File: src/rtl/audio_interp.sv
// Buffers low-rate Q1.13 audio in a small FIFO and linearly interpolates between
// consecutive samples, producing one step-free output sample per clock.
module audio_interp #(
  parameter int INTERP_LOG2     = 10,
  parameter int FIFO_DEPTH_LOG2 = 2
) (
  input  logic                       clk,
  input  logic                       rst,
  input  logic                       s_valid,
  output logic                       s_ready,
  input  logic [13:0]                s_data,
  input  logic                       clear_underrun,
  output logic [13:0]                audio_q13,
  output logic                       underrun,
  output logic [FIFO_DEPTH_LOG2:0]   fifo_level
);

  localparam int DEPTH = 1 << FIFO_DEPTH_LOG2;
  localparam int CW    = FIFO_DEPTH_LOG2 + 1;
  localparam int PW    = 15 + INTERP_LOG2 + 1;

  typedef enum logic [1:0] {IDLE, RUN, STARVED} state_t;

  logic [13:0]                mem [DEPTH];
  logic [FIFO_DEPTH_LOG2-1:0] wr_ptr_q, rd_ptr_q;
  logic [CW-1:0]              count_q, count_d;
  state_t                     state_q, state_d;
  logic [INTERP_LOG2-1:0]     phase_q, phase_d;
  logic signed [13:0]         x0_q, x0_d, x1_q, x1_d;
  logic                       underrun_q, underrun_d;
  logic [13:0]                y_q;

  logic                       push, pop, empty, boundary;
  logic signed [13:0]         head;
  logic signed [14:0]         diff;
  logic signed [PW-1:0]       prod;
  logic [13:0]                y;

  assign s_ready    = (count_q != CW'(DEPTH));
  assign empty      = (count_q == '0);
  assign push       = s_valid && s_ready;
  assign boundary   = (phase_q == '1);
  assign head       = mem[rd_ptr_q];
  assign fifo_level = count_q;
  assign underrun   = underrun_q;
  assign audio_q13  = y_q;

  // Sample storage carries no reset; validity is tracked by the pointers/count.
  always_ff @(posedge clk) begin
    if (push) mem[wr_ptr_q] <= s_data;
  end

  always_comb begin
    count_d = count_q;
    case ({push, pop})
      2'b10:   count_d = count_q + CW'(1);
      2'b01:   count_d = count_q - CW'(1);
      default: count_d = count_q;
    endcase
  end

  always_comb begin
    state_d    = state_q;
    phase_d    = phase_q;
    x0_d       = x0_q;
    x1_d       = x1_q;
    underrun_d = underrun_q;
    pop        = 1'b0;
    if (clear_underrun) underrun_d = 1'b0;
    case (state_q)
      IDLE: begin
        phase_d = '0;
        // Prefill of two samples; first segment ramps up from silence.
        if (count_q >= CW'(2)) begin
          pop     = 1'b1;
          x0_d    = '0;
          x1_d    = head;
          state_d = RUN;
        end
      end
      RUN: begin
        phase_d = phase_q + INTERP_LOG2'(1);
        if (boundary) begin
          x0_d = x1_q;
          if (!empty) begin
            pop  = 1'b1;
            x1_d = head;
          end else begin
            underrun_d = 1'b1;
            state_d    = STARVED;
          end
        end
      end
      STARVED: begin
        phase_d = phase_q + INTERP_LOG2'(1);
        if (boundary && !empty) begin
          pop     = 1'b1;
          x0_d    = x1_q;
          x1_d    = head;
          state_d = RUN;
        end
      end
      default: state_d = IDLE;
    endcase
  end

  // Floor-rounded interpolation; the result stays between x0 and x1, so the
  // 14-bit wrap-around sum is exact.
  always_comb begin
    diff = 15'(x1_q) - 15'(x0_q);
    prod = PW'(diff) * PW'($signed({1'b0, phase_q}));
    y    = x0_q + 14'(prod >>> INTERP_LOG2);
  end

  always_ff @(posedge clk or posedge rst) begin
    if (rst) begin
      wr_ptr_q   <= '0;
      rd_ptr_q   <= '0;
      count_q    <= '0;
      state_q    <= IDLE;
      phase_q    <= '0;
      x0_q       <= '0;
      x1_q       <= '0;
      underrun_q <= 1'b0;
      y_q        <= '0;
    end else begin
      if (push) wr_ptr_q <= wr_ptr_q + FIFO_DEPTH_LOG2'(1);
      if (pop)  rd_ptr_q <= rd_ptr_q + FIFO_DEPTH_LOG2'(1);
      count_q    <= count_d;
      state_q    <= state_d;
      phase_q    <= phase_d;
      x0_q       <= x0_d;
      x1_q       <= x1_d;
      underrun_q <= underrun_d;
      y_q        <= y;
    end
  end

endmodule
File: config.mk
export PLATFORM = sky130hd
export DESIGN_NAME = audio_interp
export DESIGN_NICKNAME = d
export VERILOG_FILES = /design/src/rtl/audio_interp.sv
export SDC_FILE = /design/constraint.sdc
export NUM_CORES = 1
export LEC_CHECK = 0
export CAP_MARGIN = 20
export CORE_AREA = 5 5 150 152
export CTS_CLUSTER_SIZE = 30
export DETAILED_ROUTE_END_ITERATION = 8
export DIE_AREA = 0 0 155 157
export PLACE_DENSITY_LB_ADDON = 0.08
export SETUP_SLACK_MARGIN = 0.1
export SLEW_MARGIN = 20
export SYNTH_ARGS = -nofsm -noshare
export SYNTH_HDL_FRONTEND = slang
export SYNTH_SLANG_ARGS = --single-unit
File: constraint.sdc
create_clock -name clk -period 7.9 [get_ports clk]
set_input_delay 1.58 -clock clk [delete_from_list [all_inputs] [get_ports clk]]
set_output_delay 1.58 -clock clk [all_outputs]
set_load 0.02 [all_outputs]
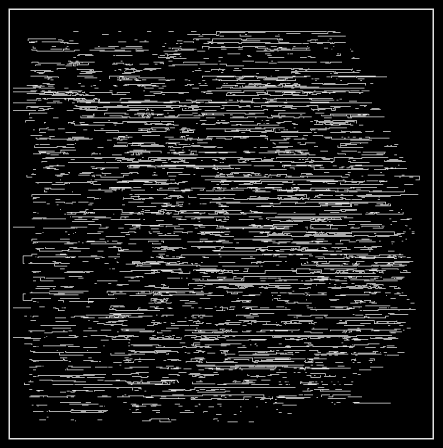
Figure 1: metal 1.
The layer holds 45% of the routed length. The wires run mostly horizontal. The layer carries 11300 um of wire. The longest straight run is 50.1 um. 1362 nets have wire on it.
WL final: 24.8 mm
via count: 7785
met1 usage: 29.8%

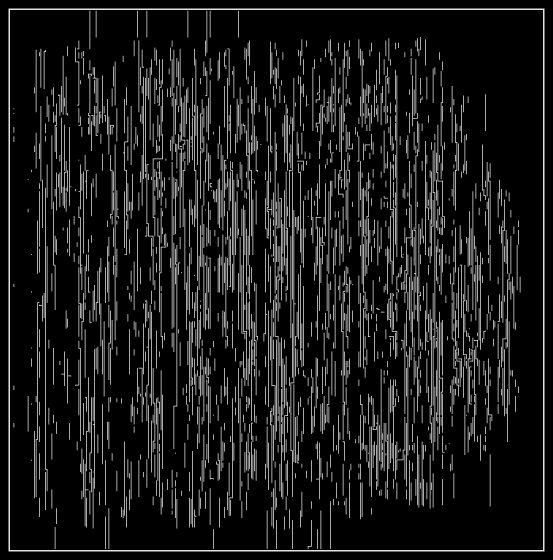
Figure 2: the metal 2 layer.
The wires run mostly vertical. The longest straight run is 81.8 um. The layer holds 50% of the routed length.
GRT met2 Usage: 37.5%

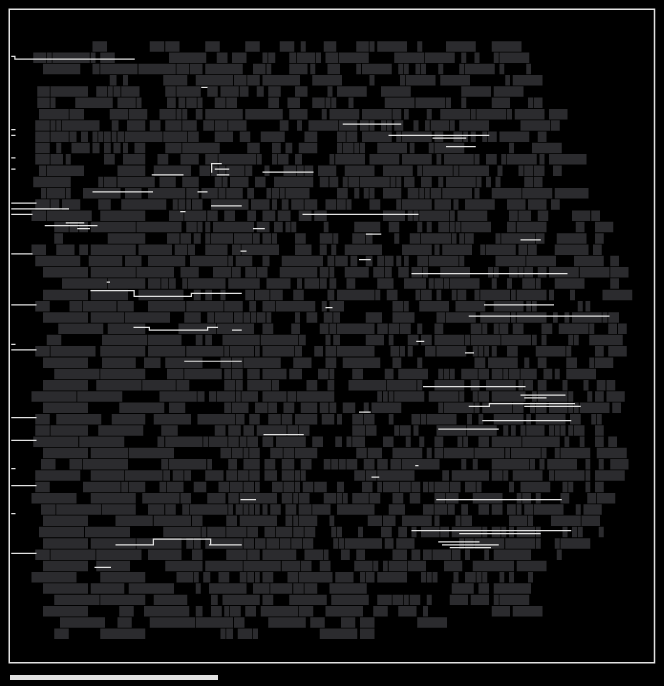
Figure 3: metal 3.
Scale bar: 50 um. Cells faint in the background.
The layer holds 2.9% of the routed length. The layer carries 723 um of wire. The wires run mostly horizontal. 57 nets have wire on it.

==> results.ini <==
[setup_path]
worst_setup_path_end_kind = register
crit_slowest_cell = fa_2

[clock_tree]
cts_tree = done
cts.clk_slew.worst_paths_ps = 60
ctsHoldBuffers = 0

[route]
drc = 0

[yosys]
ys_warn_count = 0
ys_cells = 1055
syn_area_um2 = 11000
ys_chip_area_um2 = 11000
synth_flops = 118

[floorplanning]
dieArea_um2 = 24300
num_rows = 53
initCoreUtil_pct = 52.5
pin_count = 37

[final_timing]
worst_slack_ps = -116
setup_viol = 1
period_minus_slack_ps = 8020
rsz0062_at_grt = true
drv_slew = 0

[finish]
drive_gt1_share_pct = 25.2
fin_nets = 1472
most-common-layout-cells = inv_1 (192), buf_4 (141), fa_1 (124), nand2_1 (92), ha_1 (70)
diodes = 0
area_growth_pct = 27.4

[power]
p_leak_nw = 6.47
powerDensity_nw_per_um2 = 122

[outcome]
status = finished with violations
violations = negative setup slack

[run]
cap_violations = 0
warnings = 36

[global_routing]
antenna_found_initial = 0

[place]
place.port_buffers = 36

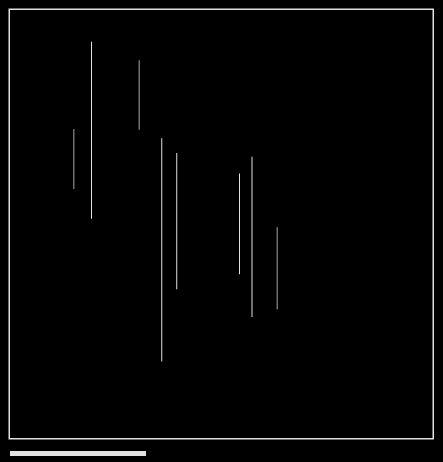
Figure 4: the metal 4 layer.
Scale bar: 50 um.
7 nets have wire on it. The layer carries 368 um of wire. The wires run mostly vertical. The longest straight run is 81.6 um. The layer holds 1.5% of the routed length.

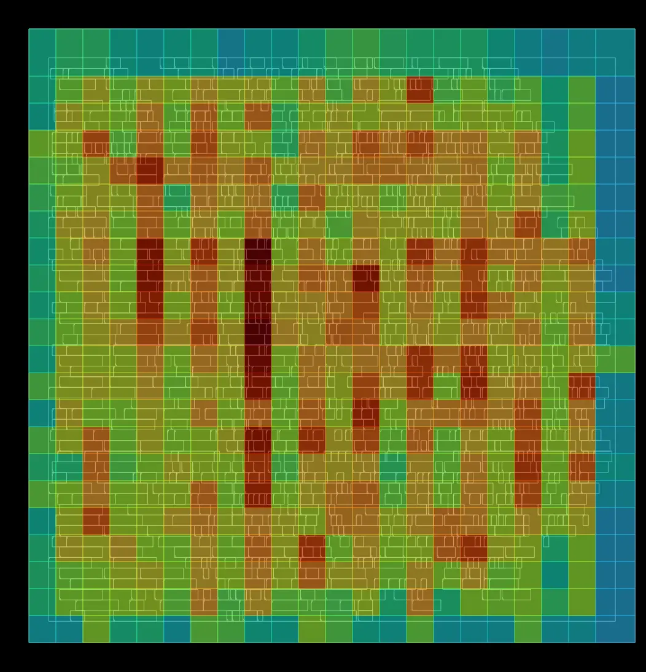
Figure 5: routing congestion.
GRT busiest layer: met2
Core Util, Final: 66.9%
Global Route Usage Sum: 21.7%
WL/cell: 16.3 um
GR Util met3: 2.36%

[area by class of cell]
| cell class | count | area, um^2 |
|---|---|---|
| clock buffer | 17 | 425 |
| clock inverter | 15 | 181 |
| fill | 1643 | 6920 |
| inverter | 202 | 758 |
| multi-input combinational | 705 | 7440 |
| sequential | 118 | 3230 |
| tap | 275 | 344 |
| timing repair buffer | 189 | 1590 |
[worst max-delay path: cells and delay by family (launching register included)]
| kind | cells | cell delay (ps) |
|---|---|---|
| buf+inv | 7 | 770 |
| fa+ha+maj | 9 | 3540 |
| compound gates | 8 | 1170 |
| simple gates | 8 | 1520 |
| flops | 1 | 400 |
| xor+xnor | 4 | 520 |
[path summary, 6_finish.rpt]
check,end,from,slack [ps]
setup / recovery,audio_q13[13],x0_q[0],-120
hold / removal,fifo_level[0],fifo_level[0],530
setup reg to reg,audio_q13[13],x0_q[0],-120
hold reg to reg,fifo_level[0],fifo_level[0],530
max in group asynchronous,audio_q13[11],rst,5630
min in group asynchronous,audio_q13[6],rst,1730
[cells by family after synthesis]
family | count (synthesis) | share of synthesized area (%)
and+or+nand+nor | 292 | 13.2
buffers and inverters | 232 | 8.11
adders and majority gates | 221 | 34.2
DFF | 118 | 29.5
AOI/OAI and AO/OA | 114 | 6.74
xor gates and xnor gates | 49 | 3.92
muxes | 29 | 4.38
[where the power goes]
part	leakage, nW	internal [mW]	total [mW]	switching (mW)
Clock	0.299	0.480	0.794	0.314
Sequential	1.28	0.722	0.749	0.0267
Combinational	4.89	0.0661	0.163	0.0974
[sequential cells by signal (all words and copies together), names as in the netlist]
register	flops
underrun	1
x0_q	14
x1_q	14
audio_q13	14
mem	56
phase_q	10
wr_ptr_q	2
rd_ptr_q	2
state_q	2
fifo_level	3
[metrics by stage]
stage               power (mW)  area, um^2  setup TNS [ps]  setup slack, ps  utilization, %
finish                    1.71       14000            -116             -116            66.9
global route              1.78       14000            -969             -461            66.9
CTS                       1.72       13500            -311             -175            64.8
detailed placement       0.925       12400            -869             -383            59.6
global placement         0.922       12400            -671             -337            59.6
floorplan                0.859       11000               0              104               -
[synthesized netlist by cell type (21+ instances only)]
cell      instances  area share (%)
nand3_1          29             1.3
inv_1           202             6.9
nor2_1           39             1.3
and2_1           62             3.5
edfxtp_1         56              15
clkbuf_1         22            0.75
fa_1            131              24
nand2_1          97             3.3
dfrtp_1          62              14
a21oi_1          28             1.3
ha_1             90              10
xnor2_1          43             3.4
o21ai_0          40             1.8
nor2b_1          21             1.2
[metal layers]
metal | GRT usage (%) | up-vias | share of wire [%]
met5 | 0 | - | 0
met4 | 5.05 | 0 | 1.5
met3 | 2.36 | 21 | 2.9
met2 | 37.5 | 116 | 50
met1 | 29.8 | 3906 | 45
li1 | - | 3742 | -
[timing repair]
action	CTS	global route
endpoints found under the setup margin	6	7
pin swaps	62	106
buffers inserted	26	21
gates resized	55	72
Power figures rest on the tool's default switching activity, not on a simulated workload.
